Routing congestion map:
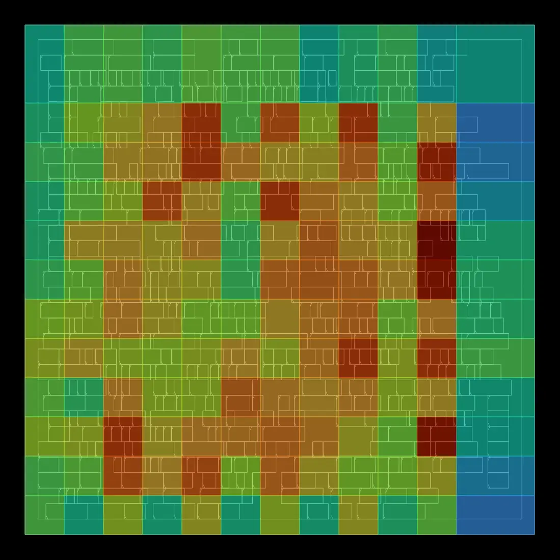
Signal wires on met4:
Bar = 20 um. Supply wires on this layer in gray.
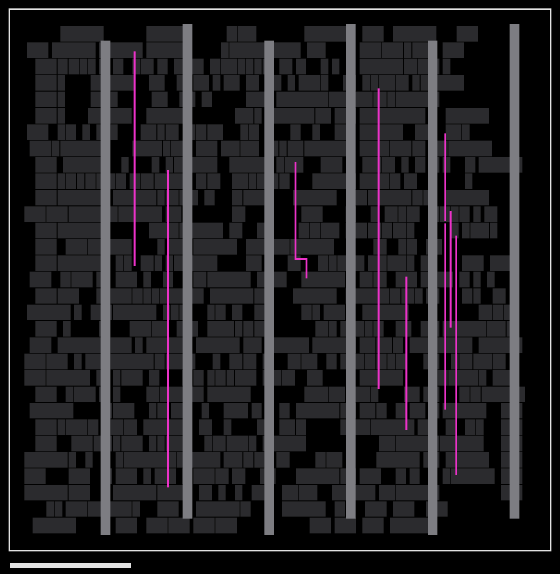
Cell density map:
The die is cut into 9 by 9 equal tiles; white is low, dark blue is high, 0 to 100% covered.
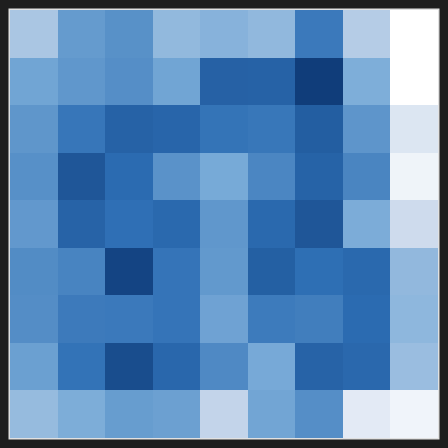
The metal 1 layer:
Supply wires on this layer in gray.
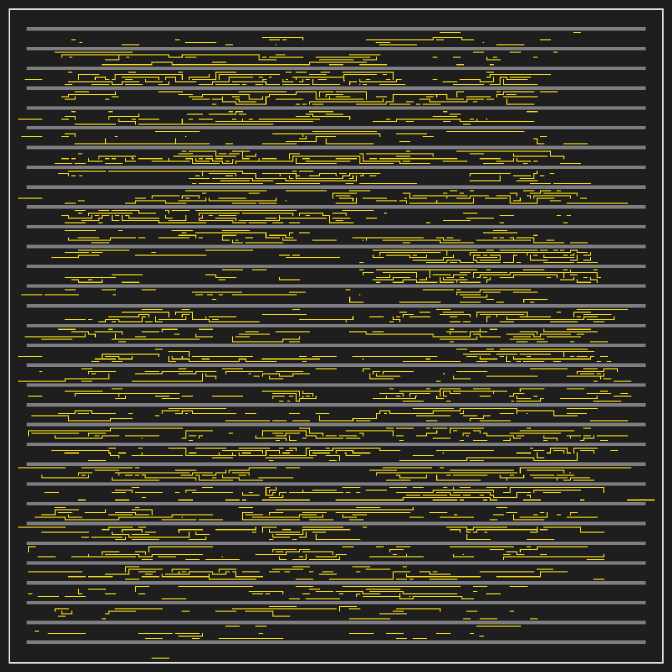
$ cat src/rtl/ring_osc_pkg.sv
`default_nettype none
// ============================================================================
//  Module      : ring_osc_pkg
//  Description : Shared types and constants for the ring-oscillator frequency
//                meter: measurement state encoding, default bank size and
//                channel indices of the oscillator bank (parts a-d x H1/H5/H20).
//  Revision    : 1.0 - initial release
// ============================================================================
package ring_osc_pkg;

    // Default number of oscillator channels in the bank
    localparam int c_default_n_osc = 12;

    // Measurement sequencer states
    typedef enum logic [1:0] {
        ST_IDLE    = 2'd0,
        ST_SETTLE  = 2'd1,
        ST_MEASURE = 2'd2,
        ST_DONE    = 2'd3
    } meter_state_t;

    // Channel index of each oscillator: part-major, fan-out minor
    localparam int c_ch_a_h1  = 0;
    localparam int c_ch_a_h5  = 1;
    localparam int c_ch_a_h20 = 2;
    localparam int c_ch_b_h1  = 3;
    localparam int c_ch_b_h5  = 4;
    localparam int c_ch_b_h20 = 5;
    localparam int c_ch_c_h1  = 6;
    localparam int c_ch_c_h5  = 7;
    localparam int c_ch_c_h20 = 8;
    localparam int c_ch_d_h1  = 9;
    localparam int c_ch_d_h5  = 10;
    localparam int c_ch_d_h20 = 11;

endpackage : ring_osc_pkg
`default_nettype wire

$ cat src/rtl/osc_edge_sync.sv
`default_nettype none
// ============================================================================
//  Module      : osc_edge_sync
//  Description : Two-flop synchroniser for an asynchronous oscillator output
//                followed by a third flop; emits a one-cycle pulse for each
//                rising edge seen at the synchroniser output.
//  Revision    : 1.0 - initial release
// ============================================================================
module osc_edge_sync (
    input  logic clk,
    input  logic rst_n,
    input  logic d_in,
    output logic rise
);

    // sync_q[0]/[1] form the synchroniser, sync_q[2] is the edge-detect history
    logic [2:0] sync_q;
    logic [2:0] sync_d;

    // Shift the raw input through the three-stage chain
    always_comb begin
        sync_d = {sync_q[1:0], d_in};
    end

    // Chain flops, cleared by reset so no false edge appears after reset
    always_ff @(posedge clk) begin
        if (!rst_n) begin
            sync_q <= 3'b000;
        end else begin
            sync_q <= sync_d;
        end
    end

    assign rise = sync_q[1] & ~sync_q[2];

endmodule : osc_edge_sync
`default_nettype wire

$ cat src/rtl/ring_osc_freq_meter.sv
`default_nettype none
// ============================================================================
//  Module      : ring_osc_freq_meter
//  Description : Enables one selected ring oscillator, lets it settle, then
//                counts its rising edges over a programmable clk window and
//                reports a saturating count. Single-shot or continuous.
//                Inputs faster than clk/2 alias; this is inherent to sampling.
//  Revision    : 1.0 - initial release
// ============================================================================
module ring_osc_freq_meter
    import ring_osc_pkg::*;
#(
    parameter int N_OSC      = c_default_n_osc,
    parameter int CNT_W      = 16,
    parameter int GATE_W     = 10,
    parameter int SETTLE_CYC = 8
) (
    input  logic                     clk,
    input  logic                     rst_n,
    input  logic [N_OSC-1:0]         osc_in,
    output logic [N_OSC-1:0]         osc_en,
    input  logic [$clog2(N_OSC)-1:0] sel,
    input  logic [GATE_W-1:0]        gate_cycles,
    input  logic                     cont,
    input  logic                     start,
    output logic                     busy,
    output logic                     done,
    output logic [CNT_W-1:0]         count,
    output logic                     overflow,
    output logic                     invalid
);

    localparam int             c_sel_w   = $clog2(N_OSC);
    localparam int             c_set_w   = $clog2(SETTLE_CYC + 1);
    localparam logic [CNT_W-1:0] c_cnt_max = '1;

    meter_state_t         state_q, state_d;
    logic [c_sel_w-1:0]   sel_q, sel_d;
    logic [GATE_W-1:0]    gate_q, gate_d;
    logic                 cont_q, cont_d;
    logic [c_set_w-1:0]   settle_q, settle_d;
    logic [GATE_W-1:0]    win_q, win_d;
    logic [CNT_W-1:0]     edge_cnt_q, edge_cnt_d;
    logic                 ovf_q, ovf_d;
    logic [N_OSC-1:0]     osc_en_q, osc_en_d;
    logic                 busy_q, busy_d;
    logic                 done_q, done_d;
    logic [CNT_W-1:0]     count_q, count_d;
    logic                 overflow_q, overflow_d;
    logic                 invalid_q, invalid_d;

    logic                 w_sel_valid;
    logic [N_OSC-1:0]     w_sel_onehot;
    logic                 w_osc_sel;
    logic                 w_rise;
    logic [CNT_W-1:0]     w_cnt_nxt;
    logic                 w_ovf_nxt;

    // Extra MSB keeps the range check correct when N_OSC is a power of two
    assign w_sel_valid = ({1'b0, sel} < (c_sel_w + 1)'(N_OSC));

    // Decode the requested channel and mux the latched channel's oscillator
    always_comb begin
        w_sel_onehot = '0;
        w_osc_sel    = 1'b0;
        for (int i = 0; i < N_OSC; i++) begin
            w_sel_onehot[i] = (sel == c_sel_w'(i));
            if (sel_q == c_sel_w'(i)) begin
                w_osc_sel = osc_in[i];
            end
        end
    end

    osc_edge_sync u_edge_sync (
        .clk   (clk),
        .rst_n (rst_n),
        .d_in  (w_osc_sel),
        .rise  (w_rise)
    );

    // Saturating edge count including the edge detected this cycle
    always_comb begin
        w_cnt_nxt = edge_cnt_q;
        w_ovf_nxt = ovf_q;
        if (w_rise) begin
            if (edge_cnt_q == c_cnt_max) begin
                w_ovf_nxt = 1'b1;
            end else begin
                w_cnt_nxt = edge_cnt_q + 1'b1;
            end
        end
    end

    // Sequencer next-state: every output is registered, so transitions into
    // DONE load the result and raise done for exactly that one cycle
    always_comb begin
        state_d    = state_q;
        sel_d      = sel_q;
        gate_d     = gate_q;
        cont_d     = cont_q;
        settle_d   = settle_q;
        win_d      = win_q;
        edge_cnt_d = edge_cnt_q;
        ovf_d      = ovf_q;
        osc_en_d   = osc_en_q;
        busy_d     = busy_q;
        done_d     = 1'b0;
        count_d    = count_q;
        overflow_d = overflow_q;
        invalid_d  = invalid_q;
        case (state_q)
            ST_IDLE: begin
                if (start) begin
                    sel_d      = sel;
                    gate_d     = gate_cycles;
                    cont_d     = cont;
                    settle_d   = '0;
                    edge_cnt_d = '0;
                    ovf_d      = 1'b0;
                    busy_d     = 1'b1;
                    if (w_sel_valid) begin
                        state_d   = ST_SETTLE;
                        invalid_d = 1'b0;
                        osc_en_d  = w_sel_onehot;
                    end else begin
                        state_d    = ST_DONE;
                        invalid_d  = 1'b1;
                        done_d     = 1'b1;
                        count_d    = '0;
                        overflow_d = 1'b0;
                    end
                end
            end
            ST_SETTLE: begin
                if (settle_q == c_set_w'(SETTLE_CYC - 1)) begin
                    if (gate_q == '0) begin
                        state_d    = ST_DONE;
                        done_d     = 1'b1;
                        count_d    = '0;
                        overflow_d = 1'b0;
                    end else begin
                        state_d = ST_MEASURE;
                        win_d   = gate_q;
                    end
                end else begin
                    settle_d = settle_q + 1'b1;
                end
            end
            ST_MEASURE: begin
                edge_cnt_d = w_cnt_nxt;
                ovf_d      = w_ovf_nxt;
                if (win_q == GATE_W'(1)) begin
                    state_d    = ST_DONE;
                    done_d     = 1'b1;
                    count_d    = w_cnt_nxt;
                    overflow_d = w_ovf_nxt;
                end else begin
                    win_d = win_q - 1'b1;
                end
            end
            ST_DONE: begin
                if (cont_q && !invalid_q && !(start && !cont)) begin
                    edge_cnt_d = '0;
                    ovf_d      = 1'b0;
                    if (gate_q == '0) begin
                        // Zero-length window in continuous mode: report an
                        // empty result every cycle instead of wrapping win_q
                        done_d     = 1'b1;
                        count_d    = '0;
                        overflow_d = 1'b0;
                    end else begin
                        state_d = ST_MEASURE;
                        win_d   = gate_q;
                    end
                end else begin
                    state_d  = ST_IDLE;
                    osc_en_d = '0;
                    busy_d   = 1'b0;
                end
            end
            default: begin
                state_d  = ST_IDLE;
                osc_en_d = '0;
                busy_d   = 1'b0;
            end
        endcase
    end

    // Sequencer and result registers with synchronous active-low reset
    always_ff @(posedge clk) begin
        if (!rst_n) begin
            state_q    <= ST_IDLE;
            sel_q      <= '0;
            gate_q     <= '0;
            cont_q     <= 1'b0;
            settle_q   <= '0;
            win_q      <= '0;
            edge_cnt_q <= '0;
            ovf_q      <= 1'b0;
            osc_en_q   <= '0;
            busy_q     <= 1'b0;
            done_q     <= 1'b0;
            count_q    <= '0;
            overflow_q <= 1'b0;
            invalid_q  <= 1'b0;
        end else begin
            state_q    <= state_d;
            sel_q      <= sel_d;
            gate_q     <= gate_d;
            cont_q     <= cont_d;
            settle_q   <= settle_d;
            win_q      <= win_d;
            edge_cnt_q <= edge_cnt_d;
            ovf_q      <= ovf_d;
            osc_en_q   <= osc_en_d;
            busy_q     <= busy_d;
            done_q     <= done_d;
            count_q    <= count_d;
            overflow_q <= overflow_d;
            invalid_q  <= invalid_d;
        end
    end

    assign osc_en   = osc_en_q;
    assign busy     = busy_q;
    assign done     = done_q;
    assign count    = count_q;
    assign overflow = overflow_q;
    assign invalid  = invalid_q;

endmodule : ring_osc_freq_meter
`default_nettype wire

$ cat config.mk
export PLATFORM = sky130hd
export DESIGN_NAME = ring_osc_freq_meter
export DESIGN_NICKNAME = d
export VERILOG_FILES = /design/src/rtl/ring_osc_pkg.sv /design/src/rtl/osc_edge_sync.sv /design/src/rtl/ring_osc_freq_meter.sv
export SDC_FILE = /design/constraint.sdc
export NUM_CORES = 1
export LEC_CHECK = 0
export CORE_MARGIN = 2
export CORE_UTILIZATION = 55
export DETAILED_ROUTE_END_ITERATION = 12
export PLACE_DENSITY_LB_ADDON = 0.12
export SYNTH_ARGS = -nofsm -noshare
export SYNTH_HDL_FRONTEND = slang
export SYNTH_SLANG_ARGS = --single-unit
$ cat constraint.sdc
create_clock -name clk -period 5.6 [get_ports clk]
set_input_delay 1.68 -clock clk [delete_from_list [all_inputs] [get_ports clk]]
set_output_delay 1.68 -clock clk [all_outputs]
set_load 0.03 [all_outputs]
==> flow_summary.yaml <==
# synthesis and place-and-route metrics
timing:
  tns_ps: 0
  max_slew_margin: 0.269
  finalCritPeriodShare: 0.677
  finalSetupViolCount: 0
  hold_viol: 0
  rsz0062_at_grt: "no"
  setup_ws_ps: 1810
  max_freq_ghz: 0.264
  final.min_clock_period_ps: 3790
  drv_slew: 0
  fin_skew_ps: 10.6
  worst_slew_pin_slew_ps: 1100
clock_network:
  cts_buffer_depth: 2
  cts.clk_slew.worst_paths_ps: 90
  post-cts-setup-buffers: 0
  cts_resized: 0
  clockRootBuffer: "clkbuf_8"
  hold_buffers: 0
  htreeDepth: 3
  clock_latency_ps: 360
  numCtsBuffers: 9
  cts_sinks: 83
  cts_tree: "done"
grt:
  grt_pass1_wl_mm: 15.5
  grt_overflow: 0
  grt_max_degree: 41
  grt_pass1_vias: 3401
  antenna_found_initial: 0
synthesis:
  yosys.cell_types.count: 57
  synth_warnings: 0
  synthArstFlopShare: 0
  yosysTopAreaCell: "dfxtp_1"
  syn_inst: 492
  synth_area_um2: 4030
  ys_chip_area_um2: 4030
  syn-num-nets: 526
  yosysCellCount: 492
  synth.top_cells.by_count: "dfxtp_1, nand2_1, nor2_1"
  ys.flop_type: "dfxtp_1"
  topCellsByArea: "dfxtp_1, nand2_1, a21oi_1, mux2i_1, nor2_1"
  syn_avg_cell_area_um2: 8.20
  synth-seq-area-share: 0.412
  edf_count: 0
  ys_seq_elements: 83
  synth_dominant_cell_count: "dfxtp_1"
  top_cell_area_share: 0.412
worst_setup_path:
  worstReg2RegStart: "win_q[0]"
  rrSetupSlack_ps: 2950
  worstPathMaxFanout: 15
  r2r_cells: 6
  crit_path_end: "count[0]"
  cp.arrival_ps: 4060
  startpoint: "start"
  regToRegEndpoint: "count[0]"
  path_class: "in -> reg"
  cp-start-kind: "input port"
  endpoint_kind: "flop"
  critPathRequiredTime_ps: 5880
power_and_ir_drop:
  ir_worst_vdd_mv: 0.188
  p_leak_uw: 0.00170
  seqPwrFrac: 0.440
  p_int_uw: 1000
  switching_share: 0.356
  switchingPower_uw: 554
  pwr-share-clk: 0.272
  comb_power_share: 0.288
  power_density_nw_per_um2: 319
drt:
  vias_per_cell: 5.90
  dr.pass1.iters: 4
  drtIter0Drc: 218
  antenna_left: 0
  drc: 0
place:
  post-place-ws_ps: 1460
  dp_hpwl_mm: 7.09
  place_inst: 628
  io_buffers: 61
  finalWeightedCongestion: 0.874
final_layout:
  layout.cells.non_filler: 644
  area_delta_synth_final_pct: 21.0
  nets: 574
  diodes: 0
  drive_gt1_frac: 0.0569
  fill_cells: 594
  regArea_um2: 1660
  combGateArea_um2: 2200
run:
  cap_violations: 0
  openroad.warnings: 27
die:
  die_h_um: 89.6
  io_pins: 62
  dieArea_um2: 8030
  rows: 31
  fp.dieW_um: 89.6
min_path:
  min_path_type: "reg -> reg"
run_status:
  outcome: "finished, final reports clean"
## Picture notes: 'routing congestion map'
Tot GR Track Use: 0.249
met1 usage: 0.300
final core utilization: 0.680
WL per Instance: 15.2 um

## Picture notes: 'signal wires on met4'
main direction = vertical
wire length on this layer = 287 um
share of all routed wire = 2.9%
DRT Wirelength: 9.80 mm
routed vias: 3802

## Picture notes: 'cell density map'
mean over tiles = 59%
emptiest ninth of the die = north-east
nearly empty tiles = 2.5%
tiles over 75% full = 26%
core area: 7180 um^2
fp util: 0.562

## Picture notes: 'the metal 1 layer'
share of all routed wire = 43%
nets with wire on the layer = 520
wire length on this layer = 4210 um
longest straight run = 19.3 um

[worst min-delay path by stage]
stage | startpoint | endpoint | slack (ps) | cells past startpoint
after floorplan | u_edge_sync.sync_q[0] | u_edge_sync.sync_q[1] | 410 | 1
after global routing | u_edge_sync.sync_q[0] | u_edge_sync.sync_q[1] | 450 | 1
after CTS | u_edge_sync.sync_q[0] | u_edge_sync.sync_q[1] | 440 | 1
final | u_edge_sync.sync_q[0] | u_edge_sync.sync_q[1] | 440 | 1
after detailed placement | u_edge_sync.sync_q[0] | u_edge_sync.sync_q[1] | 420 | 1
after global placement | u_edge_sync.sync_q[0] | u_edge_sync.sync_q[1] | 420 | 1
[critical path: stages]
cell and delay [ps]:
clkdlybuf4s50_1 440, nor2b_1 170, o21a_1 190, or4_1 780
or3_4 540, o31ai_1 250
[state kept, by name, indices dropped and copies added, names as in the netlist, 2 cells and up]
register / flops
gate_q: 10
state_q: 2
edge_cnt_q: 16
osc_en: 12
win_q: 10
settle_q: 4
u_edge_sync.sync_q: 3
sel_q: 4
count: 16
[metal layers]
layer / up-vias / wire length [um] / track usage
met5: - / 0 / 0
met4: 0 / 286 / 0.122
met3: 22 / 481 / 0.0530
met2: 112 / 4830 / 0.420
met1: 1774 / 4210 / 0.300
li1: 1894 / - / -
[power by group through the flow]
stage,Sequential [uW],Combinational [uW],Clock [uW]
global placement,695,435,0
finish,685,449,423
detailed placement,697,445,0
CTS,683,447,430
global route,692,494,454
floorplan,690,335,0
[kinds of logic after synthesis]
| logic type | Yosys count | share of synthesized area |
|---|---|---|
| multiplexers | 24 | 0.0689 |
| adder cells (fa/ha/maj) | 4 | 0.0124 |
| XOR/XNOR | 3 | 0.00652 |
| AND-OR/OR-AND | 134 | 0.214 |
| flip-flops | 83 | 0.412 |
| buffers and inverters | 41 | 0.0416 |
| AND/OR/NAND/NOR | 203 | 0.244 |
[area by class of cell]
cell class | instances | area share
multi-input cells | 368 | 0.452
flip-flops and latches | 83 | 0.341
repair buffers | 67 | 0.134
clock buffers | 10 | 0.0262
well taps | 99 | 0.0254
clock inverters | 6 | 0.0136
inverters | 11 | 0.00846
[per-stage QoR]
step | hold slack [ps] | power (uW) | area, um^2 | utilization
after floorplan | 412 | 1020 | 4030 | -
final | 437 | 1560 | 4880 | 0.680
after global placement | 417 | 1130 | 4690 | 0.653
after detailed placement | 423 | 1140 | 4690 | 0.653
after CTS | 441 | 1560 | 4880 | 0.680
after global routing | 446 | 1640 | 4880 | 0.680
[cell usage in the layout (no fill, tap or decap), drive strengths merged, types with 4 or more instances in the layout]
cell	instances
dfxtp	83
nand2	69
clkdlybuf4s50	61
nor2	50
a21oi	42
mux2i	21
o21ai	21
nor3	16
o211ai	15
nand3	14
a31oi	11
inv	11
and2	10
clkbuf	10
nor4	8
nand2b	7
nor2b	6
nand4	6
o22ai	6
o31ai	6
buf	6
o21a	5
or4	4
a211oi	4
ha	4
Power is estimated from default activity; no workload was simulated.
